**config.mk**
```make
export PLATFORM = sky130hd
export DESIGN_NAME = pc_gen
export DESIGN_NICKNAME = d
export VERILOG_FILES = /design/src/rtl/pc_gen.sv
export SDC_FILE = /design/constraint.sdc
export NUM_CORES = 1
export LEC_CHECK = 0
export ABC_AREA = 1
export CORE_ASPECT_RATIO = 0.5
export CORE_UTILIZATION = 35
export CTS_CLUSTER_DIAMETER = 200
export CTS_CLUSTER_SIZE = 24
export DETAILED_ROUTE_END_ITERATION = 8
export GPL_ROUTABILITY_DRIVEN = 0
export SLEW_MARGIN = 20
export SYNTH_ARGS = -nofsm -noshare
export SYNTH_HDL_FRONTEND = slang
export SYNTH_SLANG_ARGS = --single-unit
```
**constraint.sdc**
```tcl
create_clock -name clk -period 2.3 [get_ports clk]
set_clock_uncertainty 0.2 [all_clocks]
set_input_delay 0.69 -clock clk [delete_from_list [all_inputs] [get_ports clk]]
set_output_delay 0.69 -clock clk [all_outputs]
set_load 0.005 [all_outputs]
```
**src/rtl/pc_gen.sv**
```systemverilog
// Program-counter generator for the fetch stage: arbitrates flush, branch and
// sequential sources, honours the stall bus and holds a branch taken during a stall.
module pc_gen #(
  parameter int                ADDR_W    = 32,
  parameter logic [ADDR_W-1:0] RESET_VEC = 32'hBFC0_0000,
  parameter int                STEP_LOG2 = 2,
  parameter int                KEEP_MSB  = 1,
  parameter int                STALL_W   = 6
) (
  input  logic               clk,
  input  logic               rst,
  input  logic [STALL_W-1:0] ctrl_stall,
  input  logic               be,
  input  logic [ADDR_W-1:0]  baddr,
  input  logic               flush,
  input  logic [ADDR_W-1:0]  flush_addr,
  output logic [ADDR_W-1:0]  pc,
  output logic               ce,
  output logic               redirect_pending,
  output logic               misalign
);

  localparam logic [ADDR_W-1:0] STEP = {{(ADDR_W-1){1'b0}}, 1'b1} << STEP_LOG2;

  logic              ce_r;
  logic [ADDR_W-1:0] pc_r;
  logic              pending_r;
  logic [ADDR_W-1:0] stored_r;

  logic [ADDR_W-1:0] pc_next_s;
  logic              pending_next_s;
  logic [ADDR_W-1:0] stored_next_s;
  logic [ADDR_W-1:0] seq_s;
  logic [ADDR_W-2:0] inc_low_s;
  logic              unused_stall_s;

  // Only bit 0 of the stall bus holds this stage.
  assign unused_stall_s = ^ctrl_stall;

  // Sequential successor; with KEEP_MSB the top bit (segment select) never toggles.
  assign inc_low_s = pc_r[ADDR_W-2:0] + STEP[ADDR_W-2:0];
  assign seq_s     = (KEEP_MSB != 0) ? {pc_r[ADDR_W-1], inc_low_s} : (pc_r + STEP);

  // Next-state arbitration: flush > stall (capture branch) > live branch > stored branch > sequential.
  always_comb begin
    pc_next_s      = pc_r;
    pending_next_s = pending_r;
    stored_next_s  = stored_r;
    if (!ce_r) begin
      pc_next_s = RESET_VEC;
    end else if (flush) begin
      pc_next_s      = flush_addr;
      pending_next_s = 1'b0;
    end else if (ctrl_stall[0]) begin
      if (be) begin
        stored_next_s  = baddr;
        pending_next_s = 1'b1;
      end else begin
        stored_next_s  = stored_r;
      end
    end else if (be) begin
      pc_next_s      = baddr;
      pending_next_s = 1'b0;
    end else if (pending_r) begin
      pc_next_s      = stored_r;
      pending_next_s = 1'b0;
    end else begin
      pc_next_s = seq_s;
    end
  end

  // State registers with asynchronous reset.
  always_ff @(posedge clk or posedge rst) begin
    if (rst) begin
      ce_r      <= 1'b0;
      pc_r      <= RESET_VEC;
      pending_r <= 1'b0;
      stored_r  <= {ADDR_W{1'b0}};
    end else begin
      ce_r      <= 1'b1;
      pc_r      <= pc_next_s;
      pending_r <= pending_next_s;
      stored_r  <= stored_next_s;
    end
  end

  assign pc               = pc_r;
  assign ce               = ce_r;
  assign redirect_pending = pending_r;

  generate
    if (STEP_LOG2 == 0) begin : g_no_align
      assign misalign = 1'b0;
    end else begin : g_align
      assign misalign = ce_r && (pc_r[STEP_LOG2-1:0] != {STEP_LOG2{1'b0}});
    end
  endgenerate

endmodule

```
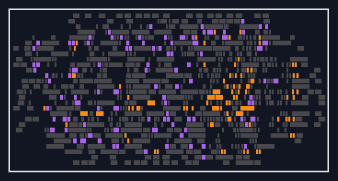
**Above:** run 1 (gate families picked out).
Drawn at 2 px/um.
Orange is NOR gates, cells 80. Purple is inverting AOI/OAI gates, cells 98.
most common logic cell in the routed design: nand2_1
final std cells w/o fill: 903
combinational share of cell area: 0.369

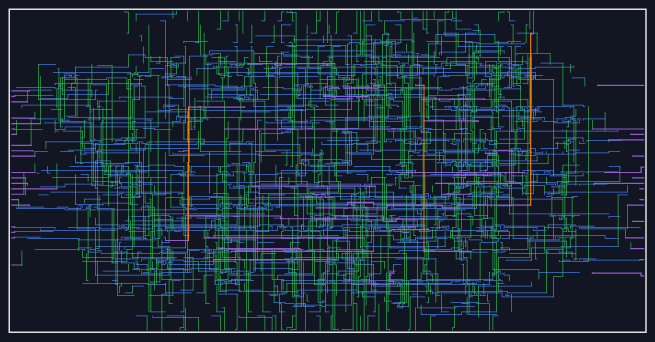
**Above:** run 1 (signal wires by layer).
Drawn at 4 px/um.
Purple is met3, wire length 720 um. Green is met2, wire length 5700 um. Orange is met4, wire length 118 um. Blue is met1, wire length 6850 um.

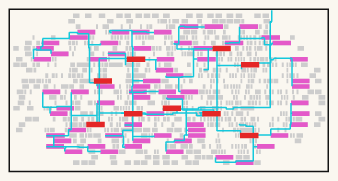
**Above:** run 1 (clock wires, drivers and flops).
Drawn at 2 px/um.
Red is cells driving clock nets, count 9. Magenta is flip-flops, count 66. Cyan is clock wires, length 1040 um.
Position of the flops: widely spread.

==> reports/qor.csv, run 1 <==
stage,metric,value,unit
cells_and_area,nonclk buf count,140,
cells_and_area,FF+latch count,66,
global_route,pin count of the biggest net entering global routing,32,
cells_and_area,clock tree cell share of total cell area,0.0504,
yosys,mean area per synthesized cell,7.10,um^2
setup_path,CP Class,reg -> out,
cells_and_area,Flop area,1660,um^2
clock_network,post_cts resized,3,
worst_hold_path,hold path start,stored_r[1],
yosys,Synth area leaders,"dfrtp_1, nand2_1, nor2_1",
floorplanning,FP Core Util,0.361,
yosys,Complex Gates by Area,0.133,
global_route,first-pass GRT wire length,21100,um
yosys,Yosys top cell by instances,nand2_1,
clock_network,CTS HTree Levels,3,
power,Clock group,0.00142,W
yosys,flops out of synthesis,66,
global_route,initial antenna violation count,0,
timing,Setup TNS,0,ps
yosys,Dominant Register Cell,dfrtp_1,
detailed_routing,DRT iter0 DRCs,235,
global_route,GRT overflow,0,
cells_and_area,Seq/total area,0.275,
setup_path,Startpoint Class,register,
power,Int Power,0.00265,W
yosys,synth warn,0,
power,Flop+latch power,0.00147,W
setup_path,CP max FO,2,
yosys,cell type with the largest total area,dfrtp_1,
yosys,simple-gate share of the synthesized area,0.321,
yosys,Max-area cell share,0.331,
power,switch share,0.289,
timing,Slew headroom,0.662,
placed_design,pre-CTS WS,-154,ps
job,OpenROAD warnings,31,
global_route,total track usage,0.216,
yosys,most frequent cells after synthesis,"nand2_1, nor2_1, inv_1, dfrtp_1, o21ai_0",
clock_network,CTS Hold Bufs,0,
setup_path,Setup crit end,pc[26],
yosys,Synth mux share,0.0497,
detailed_routing,DRC viols,0,
detailed_routing,Vias,4359,
placed_design,Post-DP HPWL,10100,um
floorplanning,die width,159,um
timing,minimum clock period,2250,ps
cells_and_area,Util after Layout,0.508,
yosys,number of cells in Yosys stat,606,
power,Comb group,0.000847,W
power,Gate power share,0.227,
cells_and_area,most instantiated logic cells after routing,"nand2_1, clkdlybuf4s50_1, nor2_1, inv_1, dfrtp_1",
setup_path,worst r2r path cells,11,
status,run status,"complete, no violations",
timing,"Slew Viols, Final",0,
setup_path,worst setup path startpoint,pc[26],
setup_path,reg2reg setup slack,270,ps
setup_path,Worst path slowest cell,dfstp_2,
yosys,yosys xor share,0.0122,
floorplanning,die area,12800,um^2
setup_path,CP top delay family,flip-flops,
job,Max Cap Viol,0,
global_route,vias in the first global route,4049,
timing,Worst-Margin Slew,506,ps
cells_and_area,n_diodes,0,
setup_path,WP data required,1410,ps
clock_network,Clock Pin Slew Worst Setup and Hold Paths,60,ps
timing,RSZ-0062 raised after global routing,no,
yosys,Post-Syn Area,4300,um^2
clock_network,Latency at later pin,340,ps
detailed_routing,"antenna viol nets, final",0,
yosys,"EDFF count, synth",0,
worst_hold_path,HP Class,reg -> reg,
cells_and_area,Final #Nets,808,
power,NetSw,0.00108,W
yosys,Post-synth ARST share,1.00,
yosys,chip area in the Yosys report,4300,um^2
cells_and_area,inverters,68,
power,Main power group,sequential cells,
clock_network,CTS Root Cell,clkbuf_16,
placed_design,port buffer count,103,
setup_path,worst-path cell chain,clkdlybuf4s50_1,
worst_hold_path,hold path cells,2,
timing,f_max,443,MHz
power,Max VDD drop,0.303,mV
setup_path,CP Buf/Inv Count,1,
detailed_routing,routed len/inst,14.8,um
timing,# setup viols final,0,
timing,Final Cycle Share,0.980,
cells_and_area,clock buffers,10,
yosys,Nets at Floorplan,681,
floorplanning,total core area,11900,um^2
yosys,Netlist cell types,33,
clock_network,total clock sinks,66,
cells_and_area,multi-input combinational cell count,448,
floorplanning,I/O pins,109,
cells_and_area,Logic area,2240,um^2
cells_and_area,layout cell share with drive strength beyond 1,0.149,
setup_path,CP peak stage delay,530,ps
setup_path,FF-to-FF End,pc[16],
clock_network,clk buf depth,2,
yosys,"FA/HA/MAJ Cells, Area Fraction",0.00291,
power,pwr/cell area,616,nW/um^2
clock_network,CTS buffer count,9,
setup_path,WP depth,1,
setup_path,CP endpoint kind,primary output,
clock_network,CTS tree,done,
floorplanning,Well Taps,165,
detailed_routing,router iterations before antenna repair,4,
power,Clk pwr share,0.380,
clock_network,postcts setup bufs,9,
cells_and_area,Area growth syn-to-layout,40.7,%
cells_and_area,fraction of area in non-clock buffers,0.228,
power,LEAKAGE,2.78,nW
worst_hold_path,Hold EP,stored_r[1],
setup_path,RR Startpoint,pc[3],
floorplanning,row cnt,28,
yosys,sequential area share after synthesis,0.386,
floorplanning,Die Y-Extent,80.4,um
detailed_routing,WL final,13400,um
timing,Final WS setup,45.1,ps
cells_and_area,cell class ranked first by area,combinational gates,
timing,final hold violations,0,
yosys,Largest logic family,simple AND/OR/NAND/NOR gates,
setup_path,Worst Path Arrival,1360,ps
yosys,synthesized instance count,606,
power,sequential power share,0.393,
cells_and_area,Fillers,1178,
detailed_routing,Vias per Instance,4.83,
## run 1: metal layers
layer  part of all wire  global-route usage  wire [um]  up-vias
li1                   -                   -          -     2181
met4             0.0087              0.0524        117        0
met1               0.51               0.315       6850     2063
met5                  0                   0          0        -
met3              0.054              0.0382        720       10
met2               0.43               0.328       5700      105
## run 1: metrics by stage
| stage | power [W] | area, um^2 | hold slack (ps) | cells |
|---|---|---|---|---|
| after floorplan | 0.00189 | 4310 | 242 | 606 |
| after global placement | 0.00229 | 5680 | 260 | 878 |
| after detailed placement | 0.00231 | 5680 | 265 | 878 |
| after CTS | 0.00376 | 6050 | 279 | 903 |
| after global routing | 0.00391 | 6050 | 298 | 903 |
| final | 0.00373 | 6050 | 274 | 903 |
**Run 1: clock routing**

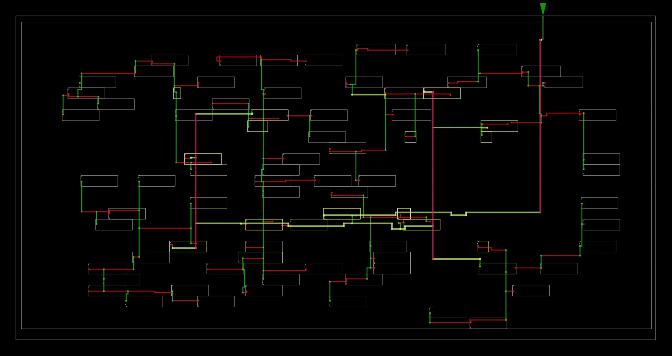

==> run 2: changes to the inputs <==
- MAX_ROUTING_LAYER: unset -> met4
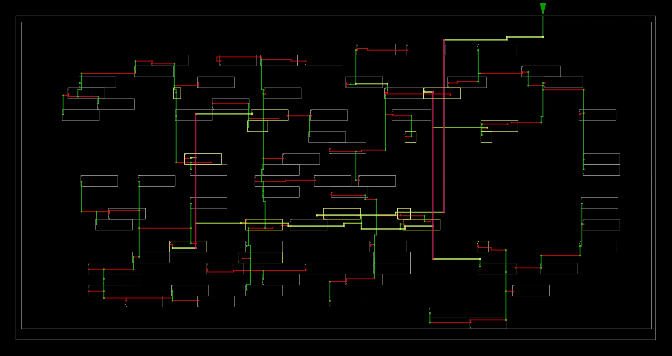
**Above:** run 2 (clock routing).
FF+latch count: 66
total clock sinks: 66

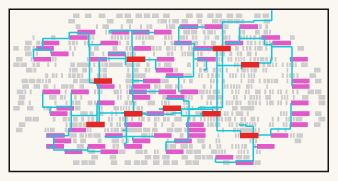
**Above:** run 2 (clock wires, drivers and flops).
Drawn at 2 px/um.
Clk pwr share: 0.380
Clock group: 0.00142 W

==> run 2 against run 1 <==
Against the previous run:
- sequential cell count is the same
- sequential power is essentially flat
- cell count is the same
- die area is the same
- total power is essentially flat
- wire length is essentially flat
- cell area is the same
- sequential share of layout area is the same
- first-iteration DRC count grew 19%
- critical endpoint unchanged
- largest cell class unchanged
- largest power group unchanged
==> reports/qor.csv, run 2 <==
stage,metric,value,unit,change
floorplanning,die width,159,um,unchanged
yosys,synthesized instance count,606,,unchanged
yosys,sequential area share after synthesis,0.386,,unchanged
timing,Slew headroom,0.653,,-0.00960
timing,Setup TNS,0,ps,unchanged
clock_network,post_cts resized,3,,unchanged
yosys,cell type with the largest total area,dfrtp_1,,
yosys,Synth area leaders,"dfrtp_1, nand2_1, nor2_1",,
detailed_routing,routed len/inst,14.8,um,about the same
cells_and_area,clock buffers,10,,unchanged
yosys,Max-area cell share,0.331,,unchanged
global_route,"Most Used Layer, Global Route",met2,,
floorplanning,Well Taps,165,,unchanged
placed_design,placed insts,878,,unchanged
setup_path,Startpoint Class,register,,
cells_and_area,layout cell share with drive strength beyond 1,0.149,,unchanged
setup_path,CP endpoint kind,primary output,,
placed_design,port buffer count,103,,unchanged
clock_network,CTS buffer count,9,,unchanged
timing,f_max,443,MHz,about the same
global_route,pin count of the biggest net entering global routing,32,,unchanged
cells_and_area,n_diodes,0,,unchanged
detailed_routing,highest metal used,met4,,
yosys,number of cells in Yosys stat,606,,unchanged
yosys,Complex Gates by Area,0.133,,unchanged
setup_path,CP Buf/Inv Count,1,,unchanged
cells_and_area,Fillers,1178,,unchanged
yosys,Dominant Register Cell,dfrtp_1,,
yosys,chip area in the Yosys report,4300,um^2,unchanged
yosys,"EDFF count, synth",0,,unchanged
global_route,met1 GRT Util,0.315,,+0.000319
cells_and_area,Flop area,1660,um^2,unchanged
global_route,met3 Use GR,0.0372,,-0.00103
job,Max Cap Viol,0,,unchanged
cells_and_area,Final Cell Area,6050,um^2,unchanged
timing,Final WS setup,44.1,ps,-1.02 ps
clock_network,CTS HTree Levels,3,,unchanged
yosys,Yosys top cell by instances,nand2_1,,
cells_and_area,cell class ranked first by area,combinational gates,,
placed_design,Post-DP HPWL,10100,um,unchanged
yosys,most frequent cells after synthesis,"nand2_1, nor2_1, inv_1, dfrtp_1, o21ai_0",,
global_route,total track usage,0.223,,+0.00648
detailed_routing,routed wl met3,788,um,+9.4%
timing,hold slack,275,ps,+1.00 ps
detailed_routing,Vias,4378,,+0.44%
timing,Worst-Margin Slew,520,ps,+14.4 ps
floorplanning,Die Y-Extent,80.4,um,unchanged
setup_path,CP peak stage delay,530,ps,about the same
detailed_routing,wl on met1,6770,um,-1.2%
status,run status,"complete, no violations",,
yosys,"FA/HA/MAJ Cells, Area Fraction",0.00291,,unchanged
detailed_routing,DRT iter0 DRCs,280,,+19%
worst_hold_path,HP Class,reg -> reg,,
floorplanning,die area,12800,um^2,unchanged
yosys,mean area per synthesized cell,7.10,um^2,unchanged
setup_path,WP data required,1410,ps,about the same
timing,final hold violations,0,,unchanged
cells_and_area,fraction of area in non-clock buffers,0.228,,unchanged
floorplanning,FP Core Util,0.361,,unchanged
setup_path,reg2reg setup slack,270,ps,about the same
detailed_routing,WL final,13400,um,about the same
cells_and_area,most common logic cell in the routed design,nand2_1,,
timing,Final Cycle Share,0.981,,about the same
placed_design,dpl cell area,5680,um^2,unchanged
clock_network,Latency at later pin,340,ps,about the same
clock_network,clk buf depth,2,,unchanged
yosys,Largest logic family,simple AND/OR/NAND/NOR gates,,
yosys,Nets at Floorplan,681,,unchanged
timing,minimum clock period,2260,ps,+1.02 ps
setup_path,CP Class,reg -> out,,
placed_design,pre-CTS WS,-154,ps,unchanged
floorplanning,row cnt,28,,unchanged
clock_network,CTS Hold Bufs,0,,unchanged
global_route,met2 usage in global routing,0.329,,+0.00132
cells_and_area,multi-input combinational cell count,448,,unchanged
power,Total Power,0.00373,W,about the same
cells_and_area,nonclk buf count,140,,unchanged
setup_path,Worst Path Arrival,1370,ps,about the same
global_route,GRT overflow,0,,unchanged
global_route,first-pass GRT wire length,21100,um,about the same
timing,RSZ-0062 raised after global routing,no,,
detailed_routing,DRC viols,0,,unchanged
cells_and_area,combinational share of cell area,0.369,,unchanged
power,pwr/cell area,616,nW/um^2,about the same
global_route,initial antenna violation count,0,,unchanged
cells_and_area,final std cells w/o fill,903,,unchanged
yosys,Post-synth ARST share,1.00,,unchanged
global_route,vias in the first global route,4045,,-0.099%
clock_network,CTS Root Cell,clkbuf_16,,
floorplanning,total core area,11900,um^2,unchanged
cells_and_area,Area growth syn-to-layout,40.7,%,unchanged
cells_and_area,Logic area,2240,um^2,unchanged
timing,"Slew Viols, Final",0,,unchanged
yosys,yosys xor share,0.0122,,unchanged
cells_and_area,clock tree cell share of total cell area,0.0504,,unchanged
detailed_routing,"antenna viol nets, final",0,,unchanged
yosys,simple-gate share of the synthesized area,0.321,,unchanged
cells_and_area,inverters,68,,unchanged
yosys,synth warn,0,,unchanged
setup_path,CP max FO,2,,unchanged
cells_and_area,most instantiated logic cells after routing,"nand2_1, clkdlybuf4s50_1, nor2_1, inv_1, dfrtp_1",,
timing,# setup viols final,0,,unchanged
setup_path,Worst path slowest cell,dfstp_2,,
setup_path,CP top delay family,flip-flops,,
detailed_routing,router iterations before antenna repair,4,,unchanged
power,Max VDD drop,0.303,mV,about the same
clock_network,postcts setup bufs,9,,unchanged
setup_path,worst-path cell chain,clkdlybuf4s50_1,,
clock_network,Clock Pin Slew Worst Setup and Hold Paths,60,ps,about the same
floorplanning,I/O pins,109,,unchanged
cells_and_area,Util after Layout,0.508,,unchanged
power,LEAKAGE,2.78,nW,unchanged
yosys,Post-Syn Area,4300,um^2,unchanged
yosys,Synth mux share,0.0497,,unchanged
cells_and_area,Final #Nets,808,,unchanged
yosys,Netlist cell types,33,,unchanged
job,OpenROAD warnings,31,,unchanged
clock_network,CTS tree,done,,
detailed_routing,Vias per Instance,4.85,,+0.44%
cells_and_area,Seq/total area,0.275,,unchanged
detailed_routing,met2 routed WL,5730,um,+0.42%
yosys,flops out of synthesis,66,,unchanged
[run 2: cell counts after synthesis]
No cell type changed its count.
[run 2: report_power, final]
| part | total (W) | switching (W) | internal [W] |
|---|---|---|---|
| clock | 0.00142 | 0.000550 | 0.000868 |
| sequential | 0.00147 | 0.000125 | 0.00134 |
| combinational | 0.000847 | 0.000405 | 0.000442 |
| total | 0.00373 | 0.00108 | 0.00265 |
[run 2: final timing paths]
path / from / cells past startpoint / to
hold / removal: stored_r[1] / 2 / stored_r[1]
hold reg to reg: stored_r[1] / 2 / stored_r[1]
setup / recovery: pc[26] / 1 / pc[26]
min in group asynchronous: rst / 2 / stored_r[6]
setup reg to reg: pc[3] / 11 / pc[16]
max in group asynchronous: rst / 3 / pc[4]
**Run 2: power grid**

Drawn at 3 px/um. Pins as bars on the die edge.
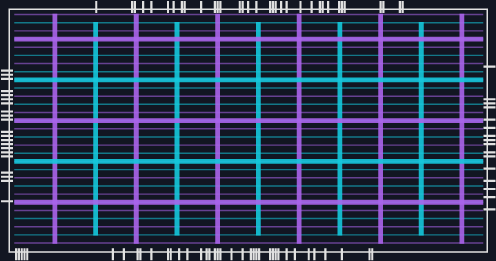

==> run 3: changes to the inputs <==
- clock period: 2.3 -> 2.88 ns (I/O delays scaled with it)
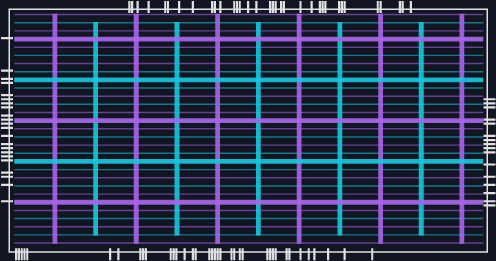
**Above:** run 3 (power grid).
Drawn at 3 px/um. Pins as bars on the die edge.
Cyan is VDD. Purple is VSS.
29 met1 rails follow the rows. The core has 28 rows. 5 straps on met5. 11 straps on met4.
die width: 159 um
Die Y-Extent: 80.4 um
total core area: 11900 um^2
Max VDD drop: 0.220 mV

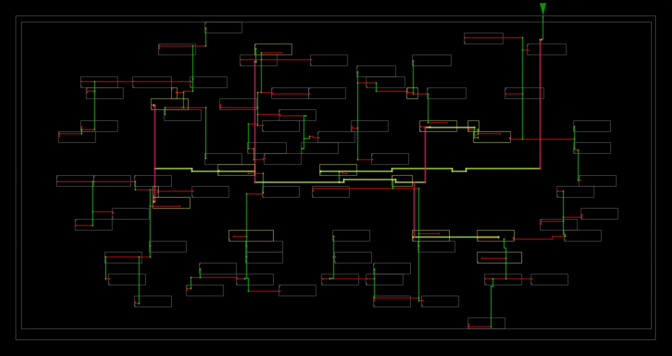
**Above:** run 3 (clock routing).
Latency at later pin: 340 ps
Clock group: 0.00120 W

==> run 3 against run 2 <==
Against the previous run:
- utilization down 1.6 points
- via count is 3.0% lower
- largest power group is now clock
- worst hold slack improved by 7.4 ps
- area after synthesis stayed put
- sequential cell count unchanged
- synthesized cell count stayed put
==> reports/qor.csv, run 3 <==
stage,metric,value,unit,change
status,run status,"complete, no violations",,
yosys,cell type with the largest total area,dfrtp_1,,
global_route,met3 Use GR,0.0460,,+0.00878
power,pwr/cell area,513,nW/um^2,-17%
worst_hold_path,HP Class,reg -> reg,,
yosys,Largest logic family,simple AND/OR/NAND/NOR gates,,
placed_design,placed insts,865,,-1.5%
cells_and_area,most common logic cell in the routed design,nand2_1,,
power,NetSw,0.000830,W,-23%
yosys,most frequent cells after synthesis,"nand2_1, nor2_1, inv_1, dfrtp_1, o21ai_0",,
floorplanning,die area,12800,um^2,unchanged
yosys,Complex Gates by Area,0.133,,unchanged
cells_and_area,Area growth syn-to-layout,36.3,%,
cells_and_area,Fillers,1169,,-0.76%
setup_path,CP Class,reg -> out,,
setup_path,worst r2r path cells,11,,unchanged
global_route,first-pass GRT wire length,20700,um,-1.9%
setup_path,Startpoint Class,register,,
yosys,Nets at Floorplan,681,,unchanged
yosys,Post-synth ARST share,1.00,,unchanged
clock_network,Clock Pin Slew Worst Setup and Hold Paths,60,ps,about the same
yosys,Post-Syn Area,4300,um^2,unchanged
detailed_routing,wl on met1,6720,um,-0.78%
setup_path,WP data required,1820,ps,+410 ps
setup_path,Setup crit end,misalign,,
worst_hold_path,hold path cells,2,,unchanged
setup_path,reg2reg setup slack,860,ps,+590 ps
job,OpenROAD warnings,31,,unchanged
detailed_routing,highest metal used,met4,,
detailed_routing,met2 routed WL,5280,um,-7.8%
setup_path,RR Startpoint,pc[3],,
clock_network,CTS HTree Levels,3,,unchanged
yosys,Yosys top cell by instances,nand2_1,,
clock_network,postcts setup bufs,0,,-9
cells_and_area,Util after Layout,0.492,,-0.0160
global_route,met1 GRT Util,0.305,,-0.0105
floorplanning,FP Core Util,0.361,,unchanged
power,sequential power share,0.394,,about the same
detailed_routing,DRT iter0 DRCs,318,,+14%
placed_design,Post-DP HPWL,9350,um,-7.1%
clock_network,total clock sinks,66,,unchanged
clock_network,CTS buffer count,9,,unchanged
setup_path,Worst path slowest cell,clkdlybuf4s50_1,,
setup_path,WP depth,3,,+2
cells_and_area,layout cell share with drive strength beyond 1,0.117,,-0.0317
global_route,met2 usage in global routing,0.318,,-0.0118
power,Total Power,0.00301,W,-19%
setup_path,CP top delay family,buffers and inverters,,
yosys,mean area per synthesized cell,7.10,um^2,unchanged
timing,"Slew Viols, Final",0,,unchanged
cells_and_area,n_diodes,0,,unchanged
yosys,sequential area share after synthesis,0.386,,unchanged
setup_path,CP peak stage delay,530,ps,about the same
detailed_routing,routed wl met3,770,um,-2.3%
yosys,"EDFF count, synth",0,,unchanged
timing,RSZ-0062 raised after global routing,no,,
setup_path,worst setup path startpoint,ce,,
yosys,flops out of synthesis,66,,unchanged
timing,Setup TNS,0,ps,unchanged
yosys,Max-area cell share,0.331,,unchanged
timing,# setup viols final,0,,unchanged
yosys,Synth area leaders,"dfrtp_1, nand2_1, nor2_1",,
setup_path,worst-path cell chain,inv_1 > a21oi_1 > clkdlybuf4s50_1,,
global_route,total track usage,0.217,,-0.00549
setup_path,CP max FO,4,,+2
placed_design,pre-CTS WS,152,ps,+306 ps
setup_path,FF-to-FF End,pc[16],,
detailed_routing,"antenna viol nets, final",0,,unchanged
timing,hold slack,282,ps,+7.36 ps
power,Gate power share,0.206,,-0.021
cells_and_area,most instantiated logic cells after routing,"nand2_1, clkdlybuf4s50_1, nor2_1, inv_1, dfrtp_1",,
power,switch share,0.276,,-0.0133
clock_network,CTS tree,done,,
yosys,yosys xor share,0.0122,,unchanged
timing,Final Cycle Share,0.878,,
floorplanning,row cnt,28,,unchanged
global_route,"Most Used Layer, Global Route",met2,,
power,LEAKAGE,2.67,nW,-3.8%
power,Int Power,0.00218,W,-18%
timing,Final WS setup,352,ps,+308 ps
yosys,number of cells in Yosys stat,606,,unchanged
cells_and_area,Final #Nets,786,,-2.7%
cells_and_area,final std cells w/o fill,881,,-2.4%
power,Clk pwr share,0.401,,+0.021
clock_network,CTS Root Cell,clkbuf_16,,
timing,final hold violations,0,,unchanged
worst_hold_path,hold path start,stored_r[1],,
run 3: cell counts after synthesis:
No cell type changed its count.
run 3: power groups by stage:
stage                     clock network (W)  registers (W)  logic (W)
after floorplan                           0        0.00117   0.000338
after global placement                    0        0.00119   0.000614
after detailed placement                  0        0.00120   0.000622
after CTS                           0.00122        0.00118   0.000625
after global routing                0.00125        0.00120   0.000696
final                               0.00120        0.00118   0.000619
run 3: cell type report:
cell class                      instances  area [um^2]  share of cell area
Inverter                               68          255              0.0435
Tap cell                              165          206              0.0352
Clock buffer                           12          246              0.0420
Sequential cell                        66         1660               0.284
Clock inverter                          4         75.1              0.0128
Timing Repair Buffer                  118         1180               0.201
Multi-Input combinational cell        448         2240               0.381
run 3: tightest hold or removal path: cells and delay by family, from the launching register on:
family / cells / cell delay [ps]
flops: 1 / 350
simple gates: 2 / 100
Power figures rest on the tool's default switching activity, not on a simulated workload.
